Figure 1. Cells colored by class.
Scale bar: 50 um.
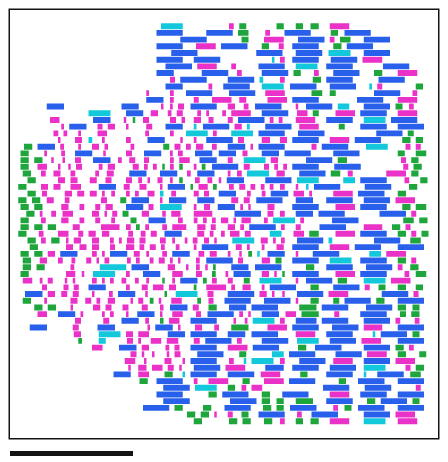
Figure 2. Routing congestion map.
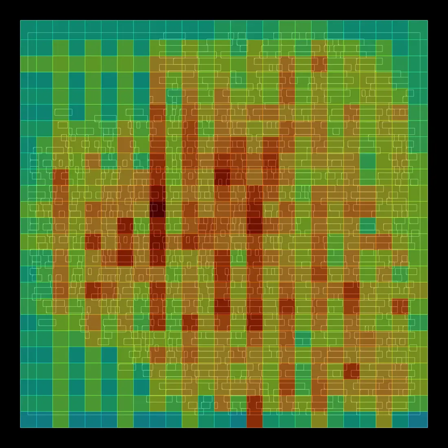
$ cat config.mk
export PLATFORM = sky130hd
export DESIGN_NAME = uart_boot_loader
export DESIGN_NICKNAME = d
export VERILOG_FILES = /design/src/rtl/uart_boot_loader.sv
export SDC_FILE = /design/constraint.sdc
export NUM_CORES = 1
export LEC_CHECK = 0
export CAP_MARGIN = 20
export CELL_PAD_IN_SITES_DETAIL_PLACEMENT = 2
export CELL_PAD_IN_SITES_GLOBAL_PLACEMENT = 2
export CORE_MARGIN = 3
export CORE_UTILIZATION = 36
export CTS_CLUSTER_SIZE = 25
export DETAILED_ROUTE_END_ITERATION = 8
export GPL_TIMING_DRIVEN = 0
export PLACE_DENSITY = 0.86
export SLEW_MARGIN = 10
export SYNTH_ARGS = -nofsm -noshare
export SYNTH_HDL_FRONTEND = slang
export SYNTH_SLANG_ARGS = --single-unit
$ cat constraint.sdc
create_clock -name clk -period 3.3 [get_ports clk]
set_input_delay 0.825 -clock clk [delete_from_list [all_inputs] [get_ports clk]]
set_output_delay 0.825 -clock clk [all_outputs]
set_load 0.02 [all_outputs]
$ cat src/rtl/uart_boot_loader.sv
`default_nettype none
// ============================================================================
//  Module   : uart_boot_loader
//  Function : Checks UART-assembled words against a length header and writes
//             the payload to instruction memory through a small FIFO.
//  Revision : 1.0 - initial release
// ============================================================================
module uart_boot_loader #(
    parameter int IMEM_ADDR_WIDTH = 10,
    parameter int FIFO_DEPTH      = 4
) (
    input  logic                       clk,
    input  logic                       reset,
    input  logic                       data_valid,
    input  logic [31:0]                data_out,
    input  logic [31:0]                byte_address,
    output logic                       mem_req,
    output logic [IMEM_ADDR_WIDTH-1:0] mem_addr,
    output logic [31:0]                mem_wdata,
    input  logic                       mem_ready,
    output logic                       load_done,
    output logic                       load_error,
    output logic                       cpu_reset
);

    localparam int                   c_ptr_w     = $clog2(FIFO_DEPTH);
    localparam logic [31:0]          c_max_bytes = 32'd4 << IMEM_ADDR_WIDTH;
    localparam logic [c_ptr_w:0]     c_depth     = FIFO_DEPTH[c_ptr_w:0];
    localparam logic [c_ptr_w:0]     c_cnt_one   = (c_ptr_w + 1)'(1);
    localparam logic [IMEM_ADDR_WIDTH:0] c_rem_one = (IMEM_ADDR_WIDTH + 1)'(1);

    typedef enum logic [2:0] {
        WAIT_HDR = 3'd0,
        LOAD     = 3'd1,
        DRAIN    = 3'd2,
        DONE     = 3'd3,
        ERROR    = 3'd4
    } state_t;

    state_t                       r_state;
    state_t                       w_state_next;
    logic [31:0]                  r_exp_addr;
    logic [IMEM_ADDR_WIDTH:0]     r_remaining;
    logic [IMEM_ADDR_WIDTH-1:0]   r_word_idx;

    logic [IMEM_ADDR_WIDTH-1:0]   r_fifo_addr [FIFO_DEPTH];
    logic [31:0]                  r_fifo_data [FIFO_DEPTH];
    logic [c_ptr_w-1:0]           r_wr_ptr;
    logic [c_ptr_w-1:0]           r_rd_ptr;
    logic [c_ptr_w:0]             r_count;

    logic w_empty;
    logic w_full;
    logic w_pop;
    logic w_push;
    logic w_hdr_ok;
    logic w_flush;

    always_comb begin
        w_empty      = (r_count == '0);
        w_full       = (r_count == c_depth);
        w_pop        = !w_empty && mem_ready;
        w_hdr_ok     = (byte_address == 32'd0) && (data_out != 32'd0) &&
                       (data_out[1:0] == 2'b00) && (data_out <= c_max_bytes);
        w_push       = 1'b0;
        w_state_next = r_state;
        case (r_state)
            WAIT_HDR: begin
                if (data_valid) begin
                    w_state_next = w_hdr_ok ? LOAD : ERROR;
                end
            end
            LOAD: begin
                // A full FIFO only takes a new word if the head leaves this cycle.
                if (data_valid) begin
                    if ((byte_address != r_exp_addr) || (w_full && !w_pop)) begin
                        w_state_next = ERROR;
                    end else begin
                        w_push = 1'b1;
                        if (r_remaining == c_rem_one) begin
                            w_state_next = DRAIN;
                        end
                    end
                end
            end
            DRAIN: begin
                if (w_empty || ((r_count == c_cnt_one) && w_pop)) begin
                    w_state_next = DONE;
                end
            end
            DONE, ERROR: ;
            default: w_state_next = ERROR;
        endcase
        w_flush = (w_state_next == ERROR);
    end

    always_ff @(posedge clk) begin
        if (reset) begin
            r_state     <= WAIT_HDR;
            r_exp_addr  <= 32'd4;
            r_remaining <= '0;
            r_word_idx  <= '0;
        end else begin
            r_state <= w_state_next;
            if ((r_state == WAIT_HDR) && data_valid && w_hdr_ok) begin
                r_remaining <= data_out[IMEM_ADDR_WIDTH+2:2];
            end
            if (w_push) begin
                r_exp_addr  <= r_exp_addr + 32'd4;
                r_remaining <= r_remaining - c_rem_one;
                r_word_idx  <= r_word_idx + IMEM_ADDR_WIDTH'(1);
            end
        end
    end

    always_ff @(posedge clk) begin
        if (reset || w_flush) begin
            r_wr_ptr <= '0;
            r_rd_ptr <= '0;
            r_count  <= '0;
        end else begin
            if (w_push) begin
                r_wr_ptr <= r_wr_ptr + c_ptr_w'(1);
            end
            if (w_pop) begin
                r_rd_ptr <= r_rd_ptr + c_ptr_w'(1);
            end
            case ({w_push, w_pop})
                2'b10:   r_count <= r_count + c_cnt_one;
                2'b01:   r_count <= r_count - c_cnt_one;
                default: r_count <= r_count;
            endcase
        end
    end

    // Storage needs no reset: the head is masked whenever the FIFO is empty.
    always_ff @(posedge clk) begin
        if (w_push) begin
            r_fifo_addr[r_wr_ptr] <= r_word_idx;
            r_fifo_data[r_wr_ptr] <= data_out;
        end
    end

    assign mem_req    = !w_empty;
    assign mem_addr   = w_empty ? '0 : r_fifo_addr[r_rd_ptr];
    assign mem_wdata  = w_empty ? '0 : r_fifo_data[r_rd_ptr];
    assign load_done  = (r_state == DONE);
    assign load_error = (r_state == ERROR);
    assign cpu_reset  = (r_state != DONE);

endmodule
`default_nettype wire
==> Slide: Implementation Results <==
Physical Implementation Snapshot

Clocking
  – CTS max path bufs: 3
  – Root buffer cell: clkbuf_16
  – CTS Buf Count: 26

STA
  – Final min period: 3.17 ns
  – Final period util: 0.962
  – Final Hold Fails: 0
  – Final setup TNS: 0 ns
  – Slew @ Worst Pin: 0.877 ns

Worst setup path
  – CP max stage cell: clkdlybuf4s50_1
  – Worst EP arrival: 3.58 ns
  – Reg-to-Reg End: r_exp_addr[18]$_SDFFE_PP0P_
  – Kind of critical path: primary input to register
  – WP data required: 3.70 ns
  – CP Depth: 9
  – Crit start category: primary input

Run
  – Total of max-cap violations: 0

Synthesis
  – Post-Syn Instances: 740
  – Count of different cell masters after synthesis: 52
  – Synthesis-stage register bit count: 231
  – Flip-flops with a built-in enable: 168
  – Syn avg cell area: 13.7 um2

Layout
  – Filler cells: 2653
  – Area delta synth->final: 26.7%
  – Final instance area: 12900 um2
  – Top cell excl fill/tap: edfxtp_1

Die
  – Initial Util: 0.371
  – Die height: 174 um
  – Core box area: 27300 um2
  – Row cnt: 60

Worst hold path
  – Min-Delay Startpoint: r_exp_addr[31]$_SDFFE_PP0P_
  – Hold Path Sink: r_exp_addr[31]$_SDFFE_PP0P_

Pwr
  – P_seq: 3.10 mW
  – Comb. pwr: 0.215 mW
  – Peak supply drop: 0.000357 V
  – P_sw: 1.27 mW
  – Sw frac: 0.206
  – Main power group: registers
  – Clk. pwr: 2.84 mW

Route
  – DR pass1 iterations: 5
  – Vias post-DR: 7183
  – Violation tally from detailed-route iteration zero: 464
  – Drt drc: 0

Outcome
  – Status: complete, no violations

Placed design
  – RePlAce Congestion: 0.822
-- Figure 1 (at the start) --
cyan -> clock drivers and dummy loads  # cells 48
blue -> flops  # cells 231
magenta -> combinational and other logic  # cells 474
green -> other buffers and delay cells  # cells 153

-- Figure 2 (at the start) --
met1 Usage GRT: 0.278
met3 usage in global routing: 0.0339
Final Core Density: 0.470
GRT Util Overall: 0.219
layer with the highest usage: met2

## cell type report
| type | count | area (um2) | area share |
|---|---|---|---|
| repair buffers | 120 | 1220 | 0.0947 |
| well taps | 372 | 465 | 0.0362 |
| multi-input cells | 454 | 3740 | 0.291 |
| clock inverters | 8 | 66.3 | 0.00516 |
| flip-flops and latches | 231 | 6310 | 0.491 |
| clock buffers | 40 | 774 | 0.0603 |
| inverters | 20 | 75.1 | 0.00584 |
| plain buffers | 33 | 203 | 0.0158 |
## kinds of logic (layout without fill, tap and decap cells)
| family | Yosys count | in the layout | synth area share |
|---|---|---|---|
| buf+inv | 55 | 221 | 0.0208 |
| simple gates | 263 | 263 | 0.144 |
| mux | 54 | 54 | 0.106 |
| compound gates | 82 | 82 | 0.0545 |
| flops | 231 | 231 | 0.622 |
| xor+xnor | 42 | 42 | 0.0363 |
| fa+ha+maj | 13 | 13 | 0.0160 |
## state kept, by name, indices dropped and copies added (netlist names), named ones only
signal,count
r_fifo_data,128
r_fifo_addr,40
r_exp_addr,30
r_remaining,11
r_word_idx,10
r_count,3
r_state,3
r_rd_ptr,2
r_wr_ptr,2
## repair_timing
| item | in CTS | in global routing |
|---|---|---|
| hold buffers | 0 | 0 |
| gates resized | 85 | 33 |
| pin swaps | 2 | 0 |
| buffers inserted | 3 | 0 |
| endpoints found under the setup margin | 219 | 173 |
## through the flow
stage               worst slack, ns  hold slack [ns]  utilization
CTS                        0.000983            0.509        0.467
detailed placement           -0.734            0.497        0.433
floorplan                     0.109            0.446            -
global placement              -1.64            0.472        0.430
global route              -0.000287            0.534        0.470
finish                        0.126            0.502        0.470
## layer usage
layer / share of wire / vias to the layer above / global-route usage
li1: - / 3144 / -
met1: 0.42 / 3767 / 0.278
met2: 0.52 / 225 / 0.395
met3: 0.042 / 45 / 0.0339
met4: 0.019 / 2 / 0.0519
met5: 0.00029 / - / 0
## Yosys cell counts (2+ instances only)
cell type / n / area, um2
edfxtp_1: 168 / 5040
dfxtp_1: 63 / 1260
and2_1: 51 / 319
mux4_2: 42 / 946
nand2_1: 40 / 150
nor2_1: 35 / 131
xnor2_1: 35 / 307
a21oi_1: 29 / 145
clkbuf_1: 25 / 93.8
nand4_1: 25 / 156
nand3_1: 21 / 105
nor4_1: 20 / 125
inv_1: 19 / 71.3
or4_1: 17 / 128
nor3_1: 15 / 75.1
ha_1: 13 / 163
nor2b_1: 10 / 62.6
o31ai_1: 9 / 67.6
o211ai_1: 8 / 60.1
mux2_2: 7 / 78.8
o21ai_0: 7 / 35.0
xor2_1: 7 / 61.3
buf_1: 6 / 22.5
or3_1: 6 / 37.5
or2_2: 5 / 31.3
and3_1: 4 / 25.0
buf_2: 4 / 20.0
nand2b_1: 4 / 25.0
nor3b_1: 4 / 30.0
o41ai_1: 4 / 35.0
a211oi_1: 3 / 22.5
a31oi_1: 3 / 18.8
mux2i_1: 3 / 30.0
o21a_1: 3 / 22.5
o311ai_1: 3 / 26.3
a2bb2oi_1: 2 / 17.5
and4_1: 2 / 17.5
mux2_1: 2 / 22.5
o221ai_1: 2 / 17.5
o311ai_0: 2 / 17.5
Power is estimated from default activity; no workload was simulated.
